File: config.mk
export PLATFORM = sky130hd
export DESIGN_NAME = tx_prbs_pam4_ffe
export DESIGN_NICKNAME = d
export VERILOG_FILES = /design/src/rtl/serdes_pkg.sv /design/src/rtl/prbs_lfsr.sv /design/src/rtl/tx_prbs_pam4_ffe.sv
export SDC_FILE = /design/constraint.sdc
export NUM_CORES = 1
export LEC_CHECK = 0
export ABC_AREA = 1
export CORE_MARGIN = 5
export CORE_UTILIZATION = 50
export CTS_CLUSTER_DIAMETER = 60
export DETAILED_ROUTE_END_ITERATION = 6
export DONT_BUFFER_PORTS = 1
export PLACE_DENSITY = 0.73
export SYNTH_ARGS = -nofsm -noshare
export SYNTH_HDL_FRONTEND = slang
export SYNTH_SLANG_ARGS = --single-unit
File: constraint.sdc
create_clock -name clk -period 11.65 [get_ports clk]
set_input_delay 1.7475 -clock clk [delete_from_list [all_inputs] [get_ports clk]]
set_output_delay 1.7475 -clock clk [all_outputs]
set_load 0.01 [all_outputs]
File: src/rtl/serdes_pkg.sv
// rtl/serdes_pkg.sv - shared PAM4 levels, widths, PRBS taps, FSM states and FFE helpers
package serdes_pkg;

  localparam int SAMPLE_W = 8;
  localparam int TAP_W    = 6;
  localparam int SYM_W    = 3;
  localparam int ACC_W    = 10;

  localparam logic signed [SYM_W-1:0] PAM4_M3 = 3'b101;
  localparam logic signed [SYM_W-1:0] PAM4_M1 = 3'b111;
  localparam logic signed [SYM_W-1:0] PAM4_P1 = 3'b001;
  localparam logic signed [SYM_W-1:0] PAM4_P3 = 3'b011;

  // Fibonacci LFSR: feedback is state[W-1] ^ state[TAP-1]
  localparam int PRBS7_W   = 7;
  localparam int PRBS7_TAP = 6;
  localparam int PRBS15_W   = 15;
  localparam int PRBS15_TAP = 14;

  localparam logic signed [ACC_W-1:0] ACC_HI = 10'sd127;
  localparam logic signed [ACC_W-1:0] ACC_LO = -10'sd128;

  typedef enum logic [1:0] {IDLE, FILL, RUN} tx_state_t;

  function automatic logic signed [SYM_W-1:0] gray_map(input logic [1:0] bits);
    logic signed [SYM_W-1:0] lvl;
    case (bits)
      2'b00:   lvl = PAM4_M3;
      2'b01:   lvl = PAM4_M1;
      2'b11:   lvl = PAM4_P1;
      default: lvl = PAM4_P3;
    endcase
    return lvl;
  endfunction

  function automatic logic signed [ACC_W-1:0] tap_mul(input logic [TAP_W-1:0] tap,
                                                       input logic signed [SYM_W-1:0] x);
    logic signed [ACC_W-1:0] t;
    logic signed [ACC_W-1:0] s;
    t = {{(ACC_W-TAP_W){tap[TAP_W-1]}}, tap};
    s = {{(ACC_W-SYM_W){x[SYM_W-1]}}, x};
    return t * s;
  endfunction

  function automatic logic signed [SAMPLE_W-1:0] sat_sample(input logic signed [ACC_W-1:0] acc);
    logic signed [SAMPLE_W-1:0] r;
    if (acc > ACC_HI)      r = 8'h7F;
    else if (acc < ACC_LO) r = 8'h80;
    else                   r = acc[SAMPLE_W-1:0];
    return r;
  endfunction

endpackage

File: src/rtl/prbs_lfsr.sv
// rtl/prbs_lfsr.sv - parameterised Fibonacci LFSR advancing two bits per step
// An all-zero seed would lock the register, so it is replaced by 1.
module prbs_lfsr #(
  parameter int          WIDTH = 7,
  parameter int          TAP   = 6,
  parameter logic [15:0] SEED  = 16'h1
) (
  input  logic       i_clk,
  input  logic       i_rst_n,
  input  logic       i_load,
  input  logic       i_advance,
  output logic [1:0] o_bits
);

  localparam logic [WIDTH-1:0] SEED_V =
    (SEED[WIDTH-1:0] == '0) ? {{(WIDTH-1){1'b0}}, 1'b1} : SEED[WIDTH-1:0];

  logic [WIDTH-1:0] r_state;
  logic [WIDTH-1:0] w_step1;
  logic [WIDTH-1:0] w_step2;
  logic             w_b0;
  logic             w_b1;

  always_comb begin
    w_b0    = r_state[WIDTH-1] ^ r_state[TAP-1];
    w_step1 = {r_state[WIDTH-2:0], w_b0};
    w_b1    = w_step1[WIDTH-1] ^ w_step1[TAP-1];
    w_step2 = {w_step1[WIDTH-2:0], w_b1};
  end

  // first generated bit lands in the MSB
  assign o_bits = {w_b0, w_b1};

  always_ff @(posedge i_clk or negedge i_rst_n) begin
    if (!i_rst_n)       r_state <= SEED_V;
    else if (i_load)    r_state <= SEED_V;
    else if (i_advance) r_state <= w_step2;
  end

endmodule

File: src/rtl/tx_prbs_pam4_ffe.sv
// rtl/tx_prbs_pam4_ffe.sv - PRBS to Gray PAM4 symbols, 3-tap FFE, saturated 8-bit samples
// TX_ERR_INJECT_EN adds err_inject, which flips the MSB bit of the next generated symbol.
module tx_prbs_pam4_ffe
  import serdes_pkg::*;
#(
  parameter int          SYM_DIV  = 4,
  parameter int          PRBS_SEL = 0,
  parameter logic [15:0] SEED     = 16'h1
) (
  input  logic                clk,
  input  logic                reset_n,
  input  logic                enable,
  input  logic                prbs_reseed,
  input  logic [TAP_W-1:0]    tap_pre,
  input  logic [TAP_W-1:0]    tap_main,
  input  logic [TAP_W-1:0]    tap_post,
`ifdef TX_ERR_INJECT_EN
  input  logic                err_inject,
`endif
  output logic [SAMPLE_W-1:0] signal_out,
  output logic                signal_out_valid
);

  localparam int LFSR_W   = (PRBS_SEL == 0) ? PRBS7_W : PRBS15_W;
  localparam int LFSR_TAP = (PRBS_SEL == 0) ? PRBS7_TAP : PRBS15_TAP;
  localparam int DIV_W    = (SYM_DIV > 1) ? $clog2(SYM_DIV) : 1;
  localparam logic [DIV_W-1:0] DIV_LAST = DIV_W'(SYM_DIV - 1);

  tx_state_t                r_state;
  logic [DIV_W-1:0]         r_div_cnt;
  logic [1:0]               r_fill_cnt;
  logic signed [SYM_W-1:0]  r_x_pre;
  logic signed [SYM_W-1:0]  r_x_main;
  logic signed [SYM_W-1:0]  r_x_post;

  logic                     w_tick;
  logic [1:0]               w_bits;
  logic [1:0]               w_sym_bits;
  logic signed [SYM_W-1:0]  w_sym;
  logic signed [ACC_W-1:0]  w_acc;
  logic signed [SAMPLE_W-1:0] w_sat;

  // reseed wins over a coincident tick, so it also blocks the LFSR advance
  assign w_tick = enable && !prbs_reseed && (r_div_cnt == DIV_LAST);

  prbs_lfsr #(
    .WIDTH (LFSR_W),
    .TAP   (LFSR_TAP),
    .SEED  (SEED)
  ) u_lfsr (
    .i_clk     (clk),
    .i_rst_n   (reset_n),
    .i_load    (prbs_reseed),
    .i_advance (w_tick),
    .o_bits    (w_bits)
  );

`ifdef TX_ERR_INJECT_EN
  logic r_err_flag;
  logic w_err_apply;

  // a pulse landing on a tick corrupts that tick's symbol directly
  assign w_err_apply = r_err_flag | err_inject;
  assign w_sym_bits  = {w_bits[1] ^ w_err_apply, w_bits[0]};

  always_ff @(posedge clk or negedge reset_n) begin
    if (!reset_n)        r_err_flag <= 1'b0;
    else if (w_tick)     r_err_flag <= 1'b0;
    else if (err_inject) r_err_flag <= 1'b1;
  end
`else
  assign w_sym_bits = w_bits;
`endif

  assign w_sym = gray_map(w_sym_bits);

  // evaluated on the post-shift delay line so the new symbol is included
  assign w_acc = tap_mul(tap_pre, w_sym) + tap_mul(tap_main, r_x_pre) + tap_mul(tap_post, r_x_main);
  assign w_sat = sat_sample(w_acc);

  always_ff @(posedge clk or negedge reset_n) begin
    if (!reset_n) begin
      r_state          <= IDLE;
      r_div_cnt        <= '0;
      r_fill_cnt       <= '0;
      r_x_pre          <= '0;
      r_x_main         <= '0;
      r_x_post         <= '0;
      signal_out       <= '0;
      signal_out_valid <= 1'b0;
    end else if (prbs_reseed) begin
      r_state          <= enable ? FILL : IDLE;
      r_div_cnt        <= '0;
      r_fill_cnt       <= '0;
      r_x_pre          <= '0;
      r_x_main         <= '0;
      r_x_post         <= '0;
      signal_out_valid <= 1'b0;
    end else if (!enable) begin
      r_state          <= IDLE;
      r_div_cnt        <= '0;
      r_fill_cnt       <= '0;
      r_x_pre          <= '0;
      r_x_main         <= '0;
      r_x_post         <= '0;
      signal_out_valid <= 1'b0;
    end else begin
      r_div_cnt        <= w_tick ? '0 : r_div_cnt + 1'b1;
      signal_out_valid <= 1'b0;
      if (r_state == IDLE) r_state <= FILL;
      if (w_tick) begin
        r_x_post <= r_x_main;
        r_x_main <= r_x_pre;
        r_x_pre  <= w_sym;
        // the third fill tick already carries a full delay line
        if (r_state == RUN || r_fill_cnt == 2'd2) begin
          r_state          <= RUN;
          signal_out       <= w_sat;
          signal_out_valid <= 1'b1;
        end else begin
          r_fill_cnt <= r_fill_cnt + 1'b1;
        end
      end
    end
  end

endmodule
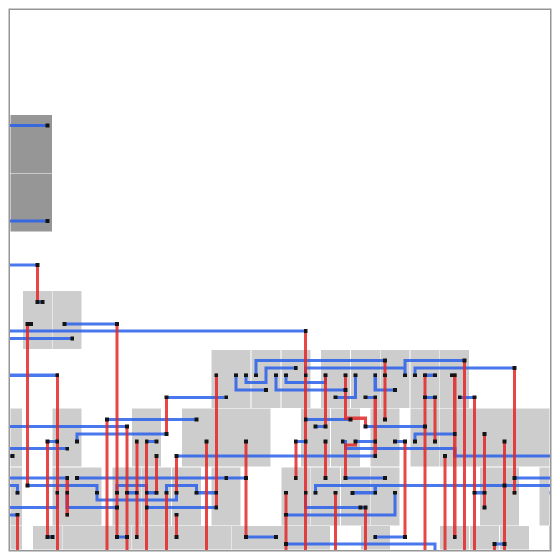
(run_1/zoom.png)
Window x 56 to 81, y 56 to 81 um. Cells in grey, sequential cells in the stronger grey; small squares are vias.
- blue: met1
- red: met2
- cells with their middle in the window: 28
- sequential cells in the window: 0
- most frequent: nand2_1 (14), inv_1 (5), nor2_1 (3)

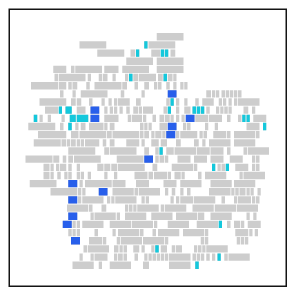
(run_1/gate_families.png)
Drawn at 3 px/um.
- blue: XOR/XNOR gates (cells 13; most used xor2_1)
- cyan: NOR gates (cells 27; most used nor2_1)
leading cell type in the layout, fill and taps excluded: nand2_1
count of placed standard cells in the final layout, fillers left out: 488
multi-input combinational area share: 65.3%

==> flow report, run 1 <==
STATUS
-----------------------------------------------------------------------------------
Result of the run                                                      finished clean

DETAILED ROUTING
-----------------------------------------------------------------------------------
DRT met1 WL                                                                 2790 um
Post-detailed-route count of antenna-violating nets                               0
Routed length on met2                                                       3330 um
Wire length reported by the detailed router                                 6420 um
Vias per cell                                                                  5.07

SYNTHESIS
-----------------------------------------------------------------------------------
XOR/XNOR share of the synthesized area                                        3.40%
Area fraction in full adders, half adders and majority gates                  37.2%
Most common reg cell                                                        dfrtp_1
Yosys chip area                                                         0.00335 mm2
Top non-seq family                                                      adder cells
Number of instances in the synthesized netlist                                  408
Simple-Gate Area Share                                                        19.3%
Fraction of registers with async set or reset after synthesis                  100%

CLOCK TREE
-----------------------------------------------------------------------------------
Total CTS buffers                                                                 3
Buffers from clock root to sink, at most                                          2
H-tree level count                                                                1

CELLS AND AREA
-----------------------------------------------------------------------------------
Largest cell class by area                                              logic gates
Final layout net count                                                          506
Layout cells sized above 1                                                    6.57%
Final Util                                                                    54.5%
Share of final layout cell area taken by clock buffers and inverters          1.57%

FINAL TIMING
-----------------------------------------------------------------------------------
Final-report max-slew violation count                                             0
Worst-case headroom to the max-slew limit                                     70.3%

PLACED DESIGN
-----------------------------------------------------------------------------------
Port Buffers                                                                      0

JOB
-----------------------------------------------------------------------------------
Max-capacitance violation count                                                   0

POWER
-----------------------------------------------------------------------------------
Switching Power                                                         0.0000811 W
Power Dens Cells                                                        69.5 mW/mm2
Pwr top                                                                   registers
Combinational Power                                                     0.0000768 W
Sequential logic power                                                   0.000108 W

FLOORPLANNING
-----------------------------------------------------------------------------------
Die Ht                                                                      91.9 um
Row count                                                                        29

SETUP PATH
-----------------------------------------------------------------------------------
Worst path max stage delay                                                  0.54 ns
Setup crit end kind                                                            flop
Critical setup path kind                                                     in2reg
Crit start category                                                      input port
Worst setup path end                                                   signal_out[0]

GRT
-----------------------------------------------------------------------------------
First-pass GRT wire length                                                 11500 um
Vias in the first global route                                                 2530

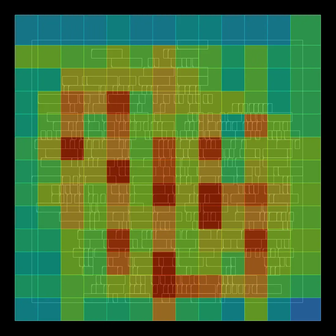
(run_1/final_congestion.png)
Most Used Layer, Global Route: met2
global routing usage summed across all routing layers: 16.5%
met1 Track Usage GR: 21.0%
met3 routing resource usage after global routing: 2.13%

==> run 2: changes to the inputs <==
--- a/config.mk
+++ b/config.mk
@@ -11,7 +11,7 @@
 export CTS_CLUSTER_DIAMETER = 60
 export DETAILED_ROUTE_END_ITERATION = 6
 export DONT_BUFFER_PORTS = 1
-export PLACE_DENSITY = 0.73
+export PLACE_DENSITY = 0.76
 export SYNTH_ARGS = -nofsm -noshare
 export SYNTH_HDL_FRONTEND = slang
 export SYNTH_SLANG_ARGS = --single-unit
==> constraint.sdc (replaced) <==
create_clock -name clk -period 5.1 [get_ports clk]
set_input_delay 0.765 -clock clk [delete_from_list [all_inputs] [get_ports clk]]
set_output_delay 0.765 -clock clk [all_outputs]
set_load 0.01 [all_outputs]
==> flow report, run 2 <==
CELLS AND AREA
-----------------------------------------------------------------------------------
Multi-input combinational area share                                          65.3%
Final Util                                                                    58.5%
Final layout net count                                                          519
Largest cell class by area                                              logic gates
Share of final layout cell area taken by clock buffers and inverters          1.20%
Layout cells sized above 1                                                    16.0%
Count of placed standard cells in the final layout, fillers left out            501
Leading cell type in the layout, fill and taps excluded                     nand2_1

SYNTHESIS
-----------------------------------------------------------------------------------
Area fraction in full adders, half adders and majority gates                  37.2%
Number of instances in the synthesized netlist                                  408
Yosys chip area                                                         0.00335 mm2
Fraction of registers with async set or reset after synthesis                  100%
XOR/XNOR share of the synthesized area                                        3.40%
Most common reg cell                                                        dfrtp_1

CLOCK TREE
-----------------------------------------------------------------------------------
H-tree level count                                                                1
Buffers from clock root to sink, at most                                          2
Total CTS buffers                                                                 3

POWER
-----------------------------------------------------------------------------------
Power Dens Cells                                                         158 mW/mm2
Pwr top                                                                   registers
Switching Power                                                          0.000208 W
Combinational Power                                                      0.000225 W
Sequential logic power                                                   0.000248 W

GRT
-----------------------------------------------------------------------------------
Vias in the first global route                                                 2712
Met3 routing resource usage after global routing                              1.96%
Global routing usage summed across all routing layers                         17.2%

DETAILED ROUTING
-----------------------------------------------------------------------------------
Wire length reported by the detailed router                                 7010 um
DRT met1 WL                                                                 2980 um

FINAL TIMING
-----------------------------------------------------------------------------------
Final-report max-slew violation count                                             0
Worst-case headroom to the max-slew limit                                     69.9%

FLOORPLANNING
-----------------------------------------------------------------------------------
Die Ht                                                                      91.9 um

SETUP PATH
-----------------------------------------------------------------------------------
Critical setup path kind                                                    reg2reg
Setup crit end kind                                                            flop
Worst path max stage delay                                                  0.53 ns
Worst setup path end                                                   signal_out[3]

PLACED DESIGN
-----------------------------------------------------------------------------------
Port Buffers                                                                      0

STATUS
-----------------------------------------------------------------------------------
Result of the run                                                      finished clean

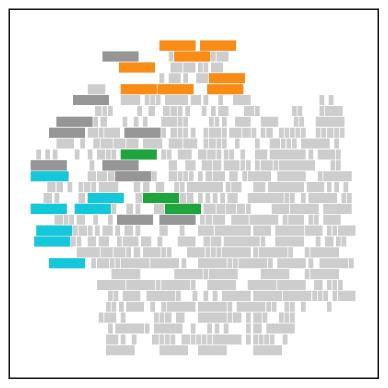
(run_2/registers.png)
Drawn at 4 px/um.
- green: `r_x_main` (sequential cells 3)
- orange: `signal_out` (sequential cells 8; where north)
- cyan: `u_lfsr.r_state` (sequential cells 7; where west)
- not coloured: 10

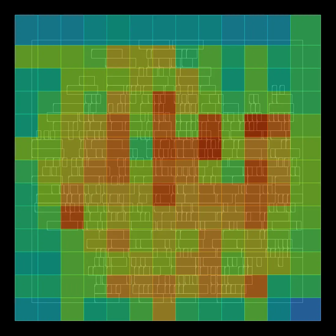
(run_2/final_congestion.png)
met1 Track Usage GR: 22.4%
WL/cell: 14.0 um

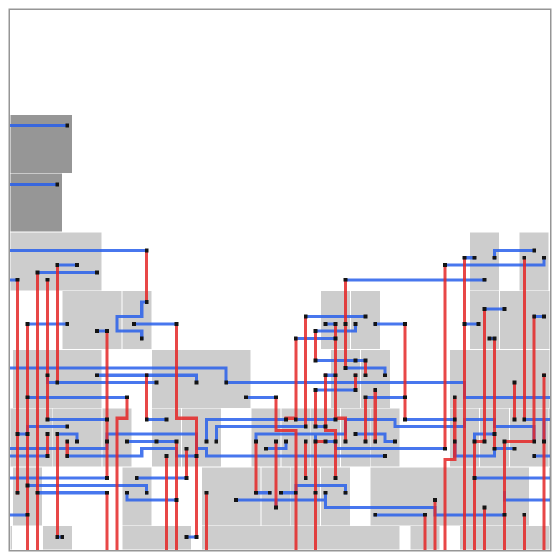
(run_2/zoom.png)
Window x 56 to 81, y 56 to 81 um. Cells in grey, sequential cells in the stronger grey; small squares are vias.
- blue: met1
- red: met2
- sequential cells in the window: 0
- cells with their middle in the window: 34
- most frequent: nand2_1 (14), nor2_1 (4)

Power and IR drop assume default switching activity.
